**src/rtl/dpram_write_packer.sv**
```systemverilog
// Write-side packer for the feature-map dual-port RAM.
// Collects a byte stream into 16-byte words and writes them row by row,
// with a partial write at each row end. Rows start at base_addr and are
// spaced row_pitch bytes apart.

// One accumulator lane: holds a single byte of the word being packed and
// produces that lane's contribution to the outgoing write word.
module dpram_pack_lane #(
  parameter int DATA_WIDTH = 8
) (
  input  logic                  clk,
  input  logic                  rst,
  input  logic                  accept,   // byte taken from the stream this cycle
  input  logic                  close,    // accepted byte closes the current chunk
  input  logic                  sel,      // this lane is the current write position
  input  logic                  keep,     // lane index <= current position
  input  logic [DATA_WIDTH-1:0] in_data,
  output logic [DATA_WIDTH-1:0] wbyte
);
  logic [DATA_WIDTH-1:0] acc_q, acc_d;

  // Capture the byte on its lane; clear every lane when a chunk closes.
  always_comb begin
    acc_d = acc_q;
    if (accept) begin
      if (close)    acc_d = '0;
      else if (sel) acc_d = in_data;
    end
  end

  // Lane storage; a reset discards any partly filled word.
  always_ff @(posedge clk or posedge rst) begin
    if (rst) acc_q <= '0;
    else     acc_q <= acc_d;
  end

  // Lanes above the closing position are forced to zero.
  assign wbyte = !keep ? '0 : (sel ? in_data : acc_q);
endmodule

module dpram_write_packer #(
  parameter int ADDR_WIDTH  = 19,
  parameter int DATA_WIDTH  = 8,
  parameter int INOUT_WIDTH = 128,
  parameter int LEN_WIDTH   = 16
) (
  input  logic                   clk,
  input  logic                   rst,
  input  logic                   start,
  input  logic [ADDR_WIDTH-1:0]  base_addr,
  input  logic [LEN_WIDTH-1:0]   row_len,
  input  logic [LEN_WIDTH-1:0]   num_rows,
  input  logic [ADDR_WIDTH-1:0]  row_pitch,
  input  logic                   in_valid,
  input  logic [DATA_WIDTH-1:0]  in_data,
  output logic                   in_ready,
  output logic                   we_b,
  output logic [ADDR_WIDTH-1:0]  addr_b,
  output logic [INOUT_WIDTH-1:0] din_b,
  output logic [4:0]             size,
  output logic                   busy,
  output logic                   done
);
  localparam int NUM_LANES = INOUT_WIDTH / DATA_WIDTH;
  localparam int BW        = $clog2(NUM_LANES);

  typedef enum logic [1:0] {S_IDLE, S_RUN, S_FIN} state_t;

  state_t                 state_q, state_d;
  logic [LEN_WIDTH-1:0]   row_len_q, row_len_d;
  logic [LEN_WIDTH-1:0]   num_rows_q, num_rows_d;
  logic [ADDR_WIDTH-1:0]  row_pitch_q, row_pitch_d;
  logic [ADDR_WIDTH-1:0]  row_base_q, row_base_d;
  logic [ADDR_WIDTH-1:0]  chunk_off_q, chunk_off_d;
  logic [BW-1:0]          byte_cnt_q, byte_cnt_d;
  logic [LEN_WIDTH-1:0]   row_cnt_q, row_cnt_d;
  logic [LEN_WIDTH-1:0]   row_rem_q, row_rem_d;   // bytes still expected in this row
  logic                   we_b_q, we_b_d;
  logic [ADDR_WIDTH-1:0]  addr_b_q, addr_b_d;
  logic [INOUT_WIDTH-1:0] din_b_q, din_b_d;
  logic [4:0]             size_q, size_d;

  logic accept, last_in_row, last_row, close;
  logic [NUM_LANES-1:0][DATA_WIDTH-1:0] wdata;

  assign accept      = in_valid && (state_q == S_RUN);
  assign last_in_row = (row_rem_q == LEN_WIDTH'(1));
  assign last_row    = (row_cnt_q == num_rows_q - LEN_WIDTH'(1));
  assign close       = (byte_cnt_q == BW'(NUM_LANES - 1)) || last_in_row;

  genvar i;
  generate
    for (i = 0; i < NUM_LANES; i++) begin : g_lane
      dpram_pack_lane #(.DATA_WIDTH(DATA_WIDTH)) u_lane (
        .clk     (clk),
        .rst     (rst),
        .accept  (accept),
        .close   (close),
        .sel     (byte_cnt_q == BW'(i)),
        .keep    (BW'(i) <= byte_cnt_q),
        .in_data (in_data),
        .wbyte   (wdata[i])
      );
    end
  endgenerate

  // Next-state logic: configuration capture, chunk/row bookkeeping, write issue.
  always_comb begin
    state_d     = state_q;
    row_len_d   = row_len_q;
    num_rows_d  = num_rows_q;
    row_pitch_d = row_pitch_q;
    row_base_d  = row_base_q;
    chunk_off_d = chunk_off_q;
    byte_cnt_d  = byte_cnt_q;
    row_cnt_d   = row_cnt_q;
    row_rem_d   = row_rem_q;
    we_b_d      = 1'b0;
    addr_b_d    = addr_b_q;
    din_b_d     = din_b_q;
    size_d      = size_q;
    case (state_q)
      S_IDLE: begin
        if (start) begin
          row_len_d   = row_len;
          num_rows_d  = num_rows;
          row_pitch_d = row_pitch;
          row_base_d  = base_addr;
          chunk_off_d = '0;
          byte_cnt_d  = '0;
          row_cnt_d   = '0;
          row_rem_d   = row_len;
          state_d     = (row_len == '0 || num_rows == '0) ? S_FIN : S_RUN;
        end
      end
      S_RUN: begin
        if (accept) begin
          byte_cnt_d = byte_cnt_q + BW'(1);
          row_rem_d  = row_rem_q - LEN_WIDTH'(1);
          if (close) begin
            we_b_d      = 1'b1;
            addr_b_d    = row_base_q + chunk_off_q;
            size_d      = 5'(byte_cnt_q) + 5'd1;
            din_b_d     = wdata;
            byte_cnt_d  = '0;
            chunk_off_d = chunk_off_q + ADDR_WIDTH'(NUM_LANES);
          end
          if (last_in_row) begin
            chunk_off_d = '0;
            row_base_d  = row_base_q + row_pitch_q;
            row_cnt_d   = row_cnt_q + LEN_WIDTH'(1);
            row_rem_d   = row_len_q;
            if (last_row) state_d = S_FIN;
          end
        end
      end
      S_FIN:   state_d = S_IDLE;
      default: state_d = S_IDLE;
    endcase
  end

  // State and output registers.
  always_ff @(posedge clk or posedge rst) begin
    if (rst) begin
      state_q     <= S_IDLE;
      row_len_q   <= '0;
      num_rows_q  <= '0;
      row_pitch_q <= '0;
      row_base_q  <= '0;
      chunk_off_q <= '0;
      byte_cnt_q  <= '0;
      row_cnt_q   <= '0;
      row_rem_q   <= '0;
      we_b_q      <= 1'b0;
      addr_b_q    <= '0;
      din_b_q     <= '0;
      size_q      <= '0;
    end else begin
      state_q     <= state_d;
      row_len_q   <= row_len_d;
      num_rows_q  <= num_rows_d;
      row_pitch_q <= row_pitch_d;
      row_base_q  <= row_base_d;
      chunk_off_q <= chunk_off_d;
      byte_cnt_q  <= byte_cnt_d;
      row_cnt_q   <= row_cnt_d;
      row_rem_q   <= row_rem_d;
      we_b_q      <= we_b_d;
      addr_b_q    <= addr_b_d;
      din_b_q     <= din_b_d;
      size_q      <= size_d;
    end
  end

  assign in_ready = (state_q == S_RUN);
  assign busy     = (state_q != S_IDLE);
  assign done     = (state_q == S_FIN);
  assign we_b     = we_b_q;
  assign addr_b   = addr_b_q;
  assign din_b    = din_b_q;
  assign size     = size_q;
endmodule

```
**config.mk**
```make
export PLATFORM = sky130hd
export DESIGN_NAME = dpram_write_packer
export DESIGN_NICKNAME = d
export VERILOG_FILES = /design/src/rtl/dpram_write_packer.sv
export SDC_FILE = /design/constraint.sdc
export NUM_CORES = 1
export LEC_CHECK = 0
export ABC_AREA = 1
export CORE_MARGIN = 1.5
export CORE_UTILIZATION = 40
export CTS_BUF_LIST = sky130_fd_sc_hd__clkbuf_4
export CTS_CLUSTER_DIAMETER = 50
export CTS_CLUSTER_SIZE = 28
export DETAILED_ROUTE_END_ITERATION = 6
export GPL_TIMING_DRIVEN = 0
export HOLD_SLACK_MARGIN = 0.06
export SLEW_MARGIN = 20
export SYNTH_ARGS = -nofsm -noshare
export SYNTH_HDL_FRONTEND = slang
export SYNTH_HIERARCHICAL = 1
export SYNTH_SLANG_ARGS = --single-unit
```
**constraint.sdc**
```tcl
create_clock -name clk -period 10.7 [get_ports clk]
set_input_delay 2.14 -clock clk [delete_from_list [all_inputs] [get_ports clk]]
set_output_delay 2.14 -clock clk [all_outputs]
set_load 0.01 [all_outputs]
```
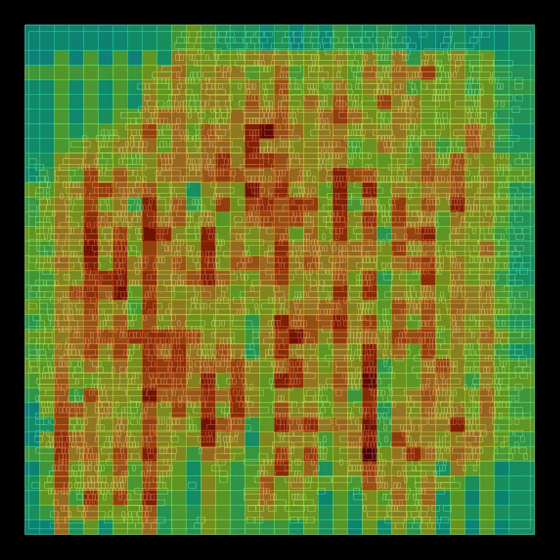
congestion.png
M2 GR Usage: 39.0%
GR Util met1: 31.7%
gr usage total: 23.9%

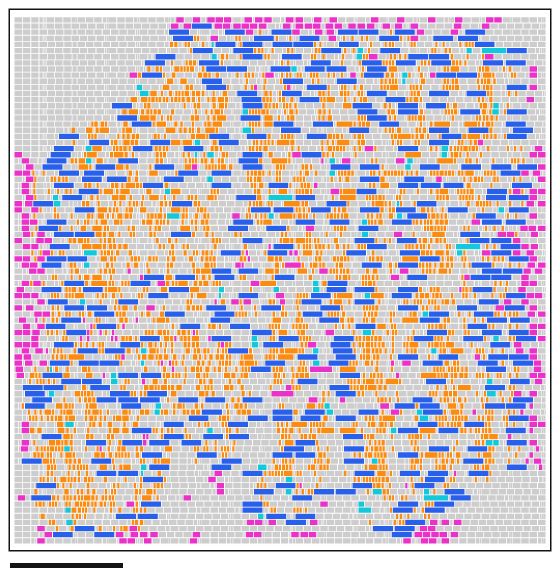
placement_by_type.png
Bar = 50 um. Fill, decap, tap and diode cells in gray.
- cyan: clock drivers and dummy loads (cells 91)
- magenta: remaining buffers and delay cells (cells 323)
- orange: combinational and other logic (cells 2490)
- blue: sequential cells (cells 404)
Core Region: 55200 um^2
final instance area: 26600 um^2
# rows: 86

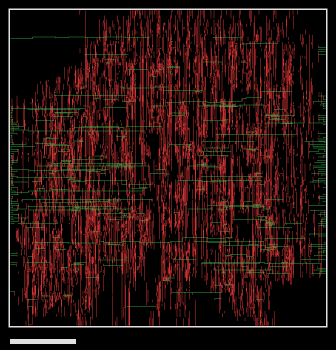
wires.png
Bar = 50 um. Two of the layers only.
- red: metal 2 (wire length 31.6 mm)
- green: metal 3 (wire length 4560 um)

==> flow_summary.yaml <==
# implementation run metrics
hold_path:
  hold_depth: 2
  min_from: "din_b[80]"
  holdCritPathClass: "reg -> reg"
  hold_end: "din_b[80]"
synthesis:
  syn_avg_cell_area_um2: 7.53
  synth-seq-area-share_pct: 45.1
  synth_chip_area_um2: 22400
  syn_inst: 2977
  ys_warn_count: 6
  ys_seq_elements: 404
  edf_count: 0
  synthArstFlopShare_pct: 100
  syn_area_um2: 22400
  ff_type: "dfrtp_1"
  ys_cells: 2977
  ys_types: 52
  floorplan.nets: 3100
flow_run:
  drv_cap: 0
  warnings: 29
final_layout:
  drive_gt1_share_pct: 10.8
  finalNonFillerCells: 4060
  n_fill_cell: 5461
  syn_to_final_growth_pct: 18.6
  fin_nets: 3391
sta:
  tightest_slew_ns: 0.867
  skew_ns: 0.0363
  timing.setup.tns_ns: 0
  final.min_clock_period_ns: 4.96
  final-setup-viol-count: 0
  max_freq_mhz: 202
  rsz0062_at_grt: "no"
  slew_headroom_pct: 42.2
  hold_violations: 0
  finalCritPeriodShare_pct: 46.4
  maxSlewViolCount: 0
worst_setup_path:
  r2r_cells: 9
  r2r_end: "addr_b[13]"
  crit_path_end_kind: "output pin"
  worstSetupPathType: "reg -> out"
  startpoint_type: "register"
  critPathRequiredTime_ns: 8.56
  crit_path_max_fanout: 10
  arrival_ns: 2.82
  reg2reg_from: "byte_cnt_q[0]"
  rrSetupSlack_ns: 7.79
routing:
  ant_nets: 0
  drtPass1Iterations: 6
  routedWlPerCell_um: 16.8
  drt_wl_total_um: 68200
  drc: 0
  num_vias: 20400
  viasPerCell: 5.03
  drtIter0Drc: 1394
clock_network:
  holdBufCountCts: 0
  cts.clk_slew.worst_paths_ns: 0.12
  h-tree-depth: 2
  cts_buffers: 49
  clk_path_buf_depth: 3
  cts_resized: 0
  clock_sinks: 404
  clockRootBuffer: "clkbuf_4"
  clock_latency_ns: 0.89
  post-cts-setup-buffer-count: 0
  cts_tree: "yes"
power:
  vdd_ir_drop_max_v: 0.000127
  fin_total_pwr_mw: 5.39
  leakage_nw: 13.6
  power_density_nw_per_um2: 203
global_routing:
  antenna_found_initial: 2
  grt_pass1_wl_um: 107000
  first_global_vias: 19700
  grt_max_degree: 100
  grt_overflow: 0
placed_design:
  gp_congestion: 0.881
  io_buffers: 237
  hpwlAfterDp_um: 49500
  postPlaceCellArea_um2: 25800
  dp.cells: 3965
floorplan:
  fp_util_pct: 40.6
  die_w_um: 240
  dieHeight_um: 240
  die_area_um2: 57500
  io_pins: 238
outcome:
  status: "complete, no violations"
power breakdown:
| part | switching (mW) | internal [mW] | total (mW) |
|---|---|---|---|
| Sequential | 0.282 | 1.83 | 2.11 |
| Combinational | 1.46 | 0.760 | 2.22 |
| Clock | 0.670 | 0.383 | 1.05 |
how the worst max path moves through the flow:
| stage | startpoint | end | slack (ns) | cells after the start |
|---|---|---|---|---|
| after detailed placement | in_valid | chunk_off_q[8] | 5.76 | 9 |
| after CTS | state_q[1] | in_ready | 5.66 | 3 |
| after global placement | rst | din_b[72] | -3.60 | 2 |
| after global routing | state_q[0] | in_ready | 5.61 | 4 |
| after floorplan | rst | addr_b[0] | 0.95 | 1 |
| final | state_q[1] | in_ready | 5.74 | 3 |
cells in the final DEF (no fill, tap or decap), types with 30 or more instances in the layout:
master           instances
nand2_1               1451
dfrtp_1                404
clkdlybuf4s50_1        228
a21oi_1                181
inv_1                  142
nor2_1                 139
nand2_2                 98
nand3_1                 75
o21ai_0                 58
clkbuf_4                52
ha_1                    40
nand2_4                 34
clkbuf_1                30
routing by layer:
metal	part of all wire, %	track usage [%]	vias up
li1	-	-	10000
met1	44	31.7	9608
met2	46	39.0	643
met3	6.7	4.83	130
met4	3.0	7.56	0
met5	0	0	-
critical path, stage by stage (launching register included):
cell and delay [ns]:
dfrtp_1 0.47, nor2_8 0.23, clkbuf_1 0.58, clkdlybuf4s50_1 0.67
registers in the layout, indices dropped and copies added (netlist names):
| register | count |
|---|---|
| num_rows_q | 16 |
| size | 5 |
| row_len_q | 16 |
| state_q | 2 |
| we_b | 1 |
| din_b | 128 |
| row_pitch_q | 19 |
| chunk_off_q | 15 |
| row_rem_q | 16 |
| byte_cnt_q | 4 |
| g_lane.u_lane/acc_q | 128 |
| addr_b | 19 |
| row_cnt_q | 16 |
| row_base_q | 19 |
synth_stat cells, drive strengths merged (20+ instances only):
cell,instances,area share [%]
xnor2,20,0.78
o21ai,82,1.8
nand3,76,1.7
ha,40,2.2
nor3,28,0.65
a21oi,181,4.0
a31oi,25,0.70
buf,53,2.0
nand2,1583,29
xor2,23,0.90
clkbuf,30,0.50
inv,187,4.0
nor2,164,4.2
dfrtp,404,45
logic make-up (layout without fill, tap and decap cells):
group                      count (synthesis)  count (layout)  share of synthesized area, %
AOI/OAI and AO/OA                        325             325                          7.86
xor gates and xnor gates                  43              43                          1.68
adders and majority gates                 41              41                          2.32
buffers and inverters                    271             602                          6.57
DFF                                      404             404                          45.1
other                                      1               5                        0.0167
and+or+nand+nor                         1892            1892                          36.4
metrics by stage:
step	worst slack, ns	utilization, %	hold WS (ns)
after CTS	5.66	48.2	0.491
after floorplan	0.951	-	0.444
after global placement	-3.60	46.6	0.455
final	5.74	48.2	0.485
after global routing	5.61	48.2	0.510
after detailed placement	5.76	46.7	0.458
area by class of cell:
cell class              instances  area [um^2]  share of cell area, %
multi-input cells            2302        10800                   40.7
flip-flops and latches        404        10100                   38.0
repair buffers                240         2400                   9.04
well taps                     748          936                   3.52
inverters                     188          918                   3.45
plain buffers                  83          564                   2.12
clock inverters                39          428                   1.61
clock buffers                  52          390                   1.47
diodes                          4         10.0                 0.0376
Power and IR drop assume default switching activity.
